layers.png
Two of the layers only.
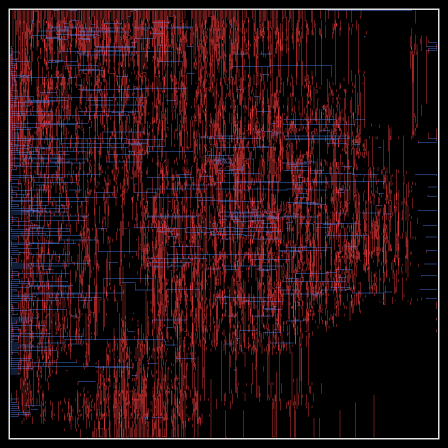
clock_nets.png
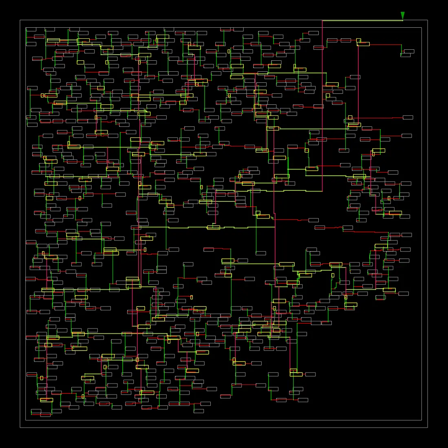
ff_map.png
Bar = 100 um.
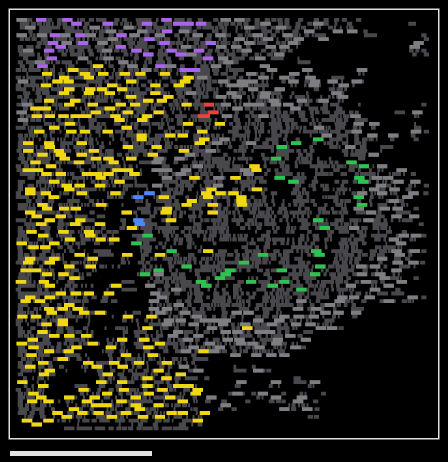
util_map.png
Bar = 100 um. The die is cut into 30 by 30 equal tiles; dark purple is low, yellow is high, 0 to 100% covered.
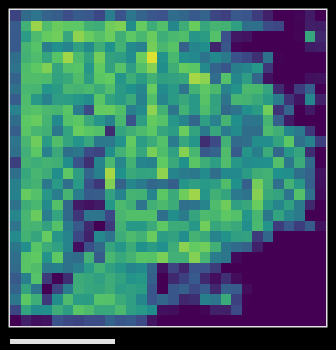
route_heat.png
The die is cut into 30 by 30 equal tiles; dark purple is low, yellow is high, scaled to the fullest tile. Values are wire area over tile area, all layers added.
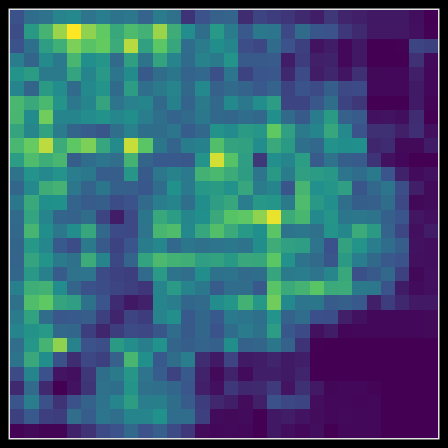
$ cat config.mk
export PLATFORM = sky130hd
export DESIGN_NAME = lbm_macro_seq
export DESIGN_NICKNAME = d
export VERILOG_FILES = /design/src/rtl/lbm_pkg.sv /design/src/rtl/lbm_macro_seq.sv
export SDC_FILE = /design/constraint.sdc
export NUM_CORES = 2
export LEC_CHECK = 0
export CELL_PAD_IN_SITES_DETAIL_PLACEMENT = 0
export CELL_PAD_IN_SITES_GLOBAL_PLACEMENT = 1
export CORE_MARGIN = 4
export CORE_UTILIZATION = 36
export DETAILED_ROUTE_END_ITERATION = 7
export PLACE_DENSITY = 0.87
export REMOVE_ABC_BUFFERS = 1
export SLEW_MARGIN = 20
export SYNTH_ARGS = -nofsm -noshare
export SYNTH_HDL_FRONTEND = slang
export SYNTH_SLANG_ARGS = --single-unit
$ cat constraint.sdc
create_clock -name clk -period 5.1 [get_ports clk]
set_input_delay 1.275 -clock clk [delete_from_list [all_inputs] [get_ports clk]]
set_output_delay 1.275 -clock clk [all_outputs]
set_load 0.01 [all_outputs]
$ cat src/rtl/lbm_pkg.sv
// lbm_pkg: D2Q9 constants, sequencer states and saturation helper
package lbm_pkg;
  localparam int Q = 9;
  localparam logic signed [1:0] CX [Q] = '{2'sd0, 2'sd1, 2'sd0, -2'sd1, 2'sd0, 2'sd1, -2'sd1, -2'sd1, 2'sd1};
  localparam logic signed [1:0] CY [Q] = '{2'sd0, 2'sd0, 2'sd1, 2'sd0, -2'sd1, 2'sd1, 2'sd1, -2'sd1, -2'sd1};
  typedef enum logic [2:0] {IDLE, ACCUM, SAT, DXS, DXW, DYS, DYW, DONE} state_e;
  // Clamp a signed value to the signed range of w bits; the caller truncates the result to w bits.
  function automatic logic [63:0] saturate(input logic signed [63:0] v, input int w, output logic clip);
    logic signed [63:0] hi, lo;
    hi = (64'sd1 <<< (w - 1)) - 64'sd1;
    lo = ~hi;
    clip = (v > hi) || (v < lo);
    return (v > hi) ? hi : (v < lo) ? lo : v;
  endfunction
endpackage

$ cat src/rtl/lbm_macro_seq.sv
// lbm_macro_seq: accumulates rho/mx/my of one D2Q9 node and sequences ux, uy divisions
module lbm_macro_seq
  import lbm_pkg::*;
#(
  parameter int WIDTH = 32,
  parameter int FBITS = 24
) (
  input  logic               clk,
  input  logic               rst,
  input  logic               in_valid,
  output logic               in_ready,
  input  logic [Q*WIDTH-1:0] f_in,
  output logic               out_valid,
  input  logic               out_ready,
  output logic [WIDTH-1:0]   rho,
  output logic [WIDTH-1:0]   ux,
  output logic [WIDTH-1:0]   uy,
  output logic               err_dbz,
  output logic               err_ovf,
  output logic               err_sat,
  output logic               div_start,
  output logic [WIDTH-1:0]   div_x,
  output logic [WIDTH-1:0]   div_y,
  input  logic               div_busy,
  input  logic               div_valid,
  input  logic               div_dbz,
  input  logic               div_ovf,
  input  logic [WIDTH-1:0]   div_q
);
  localparam int AW = WIDTH + 4;
  if (FBITS < 1 || FBITS >= WIDTH) begin : g_bad_fbits
    $error("FBITS must lie in 1..WIDTH-1");
  end
  state_e state_q, state_d;
  logic [Q*WIDTH-1:0] f_q, f_d;
  logic [3:0] k_q, k_d;
  logic signed [AW-1:0] acc_rho_q, acc_rho_d, acc_mx_q, acc_mx_d, acc_my_q, acc_my_d, fk;
  logic [WIDTH-1:0] rho_q, rho_d, mx_q, mx_d, my_q, my_d, ux_q, ux_d, uy_q, uy_d;
  logic [WIDTH-1:0] div_x_q, div_x_d, div_y_q, div_y_d, rho_s, mx_s, my_s, q_sel;
  logic div_start_q, div_start_d, err_dbz_q, err_dbz_d, err_ovf_q, err_ovf_d, err_sat_q, err_sat_d;
  logic clip_r, clip_x, clip_y, div_done;
  assign in_ready  = state_q == IDLE;
  assign out_valid = state_q == DONE;
  assign rho       = rho_q;
  assign ux        = ux_q;
  assign uy        = uy_q;
  assign err_dbz   = err_dbz_q;
  assign err_ovf   = err_ovf_q;
  assign err_sat   = err_sat_q;
  assign div_start = div_start_q;
  assign div_x     = div_x_q;
  assign div_y     = div_y_q;
  // Next-state and datapath: the low word of f_q is always the distribution for step k.
  always_comb begin
    rho_s = WIDTH'(saturate(64'(acc_rho_q), WIDTH, clip_r));
    mx_s = WIDTH'(saturate(64'(acc_mx_q), WIDTH, clip_x));
    my_s = WIDTH'(saturate(64'(acc_my_q), WIDTH, clip_y));
    fk = {{4{f_q[WIDTH-1]}}, f_q[WIDTH-1:0]};
    div_done = !div_start_q && !div_busy;
    q_sel = (div_valid && !div_dbz && !div_ovf) ? div_q : '0;
    state_d = state_q;
    f_d = f_q;
    k_d = k_q;
    acc_rho_d = acc_rho_q;
    acc_mx_d = acc_mx_q;
    acc_my_d = acc_my_q;
    rho_d = rho_q;
    mx_d = mx_q;
    my_d = my_q;
    ux_d = ux_q;
    uy_d = uy_q;
    div_x_d = div_x_q;
    div_y_d = div_y_q;
    div_start_d = 1'b0;
    err_dbz_d = err_dbz_q;
    err_ovf_d = err_ovf_q;
    err_sat_d = err_sat_q;
    case (state_q)
      IDLE: if (in_valid) begin
        f_d = f_in;
        k_d = '0;
        acc_rho_d = '0;
        acc_mx_d = '0;
        acc_my_d = '0;
        state_d = ACCUM;
      end
      ACCUM: begin
        acc_rho_d = acc_rho_q + fk;
        acc_mx_d = acc_mx_q + (CX[k_q] == 2'sd1 ? fk : CX[k_q] == -2'sd1 ? -fk : '0);
        acc_my_d = acc_my_q + (CY[k_q] == 2'sd1 ? fk : CY[k_q] == -2'sd1 ? -fk : '0);
        f_d = f_q >> WIDTH;
        k_d = k_q + 4'd1;
        state_d = (k_q == 4'(Q - 1)) ? SAT : ACCUM;
      end
      SAT: begin
        rho_d = rho_s;
        mx_d = mx_s;
        my_d = my_s;
        err_sat_d = clip_r | clip_x | clip_y;
        state_d = DXS;
      end
      DXS: if (!div_busy) begin
        div_x_d = mx_q;
        div_y_d = rho_q;
        div_start_d = 1'b1;
        state_d = DXW;
      end
      DXW: if (div_done) begin
        ux_d = q_sel;
        uy_d = div_dbz ? '0 : uy_q;
        err_dbz_d = div_dbz;
        err_ovf_d = div_ovf && !div_dbz;
        state_d = div_dbz ? DONE : DYS;
      end
      DYS: if (!div_busy) begin
        div_x_d = my_q;
        div_y_d = rho_q;
        div_start_d = 1'b1;
        state_d = DYW;
      end
      DYW: if (div_done) begin
        uy_d = q_sel;
        err_dbz_d = err_dbz_q | div_dbz;
        err_ovf_d = err_ovf_q | (div_ovf && !div_dbz);
        state_d = DONE;
      end
      DONE: if (out_ready) begin
        err_dbz_d = 1'b0;
        err_ovf_d = 1'b0;
        err_sat_d = 1'b0;
        state_d = IDLE;
      end
      default: state_d = IDLE;
    endcase
  end
  // State and datapath registers; reset abandons any division in flight.
  always_ff @(posedge clk) begin
    if (rst) begin
      state_q <= IDLE;
      f_q <= '0;
      k_q <= '0;
      acc_rho_q <= '0;
      acc_mx_q <= '0;
      acc_my_q <= '0;
      rho_q <= '0;
      mx_q <= '0;
      my_q <= '0;
      ux_q <= '0;
      uy_q <= '0;
      div_x_q <= '0;
      div_y_q <= '0;
      div_start_q <= 1'b0;
      err_dbz_q <= 1'b0;
      err_ovf_q <= 1'b0;
      err_sat_q <= 1'b0;
    end else begin
      state_q <= state_d;
      f_q <= f_d;
      k_q <= k_d;
      acc_rho_q <= acc_rho_d;
      acc_mx_q <= acc_mx_d;
      acc_my_q <= acc_my_d;
      rho_q <= rho_d;
      mx_q <= mx_d;
      my_q <= my_d;
      ux_q <= ux_d;
      uy_q <= uy_d;
      div_x_q <= div_x_d;
      div_y_q <= div_y_d;
      div_start_q <= div_start_d;
      err_dbz_q <= err_dbz_d;
      err_ovf_q <= err_ovf_d;
      err_sat_q <= err_sat_d;
    end
  end
endmodule

==> summary.txt <==
reg2reg end = acc_my_q[26]
Biggest register = f_q
CP startpoint kind = register
number of global-route vias before repair = 28200
R2R Path Start = f_q[0]
fin crit share = 0.970
top_reg_cell synth = dfxtp_1
layout cell share with drive strength beyond 1 = 0.0703
Largest register FFs = 288
CTS root buf = clkbuf_16
Setup crit end = acc_my_q[26]
CTS Buffer Depth = 3
Setup Buffers After CTS = 0
setup TNS = 0 ps
cells on worst reg2reg path = 17
met2 wire length = 51.2 mm
Iter 0 DRT Violations = 2447
Synth async-reset ratio = 0
status = completed
Yosys top cell by instances = nand2_1
About layers.png:
- blue: M3 (wire length 7850 um)
- red: M2 (wire length 51.2 mm)
via count: 30300
WL final: 108 mm
routed len/inst: 19.2 um
GRT Resource Usage Total: 0.225

About clock_nets.png:
Latency at later pin: 650 ps
clock distribution power: 0.00545 W

About ff_map.png:
- green: acc_mx_q (flops 36)
- yellow: f_q (flops 288)
- purple: uy (flops 32)
- blue: k_q (flops 4)
- red: state_q (flops 3)
- not colored: 268
final core utilization: 0.469
flop share of the area: 0.316
Seq power: 0.00533 W
Sequential Area: 12600 sq um

About util_map.png:
- mean over tiles: 42%
- fullest tile: 95%
- tiles over 75% full: 6.3%
- nearly empty tiles: 14%
area of the core: 85400 sq um
starting density of the core: 0.364

About route_heat.png:
- tiles over half the peak: 21%
- emptiest ninth of the die: south-east
- mean over tiles: 0.19
- nearly empty tiles: 7.6%

No activity file was given, so power comes from the tool's default toggle rates.
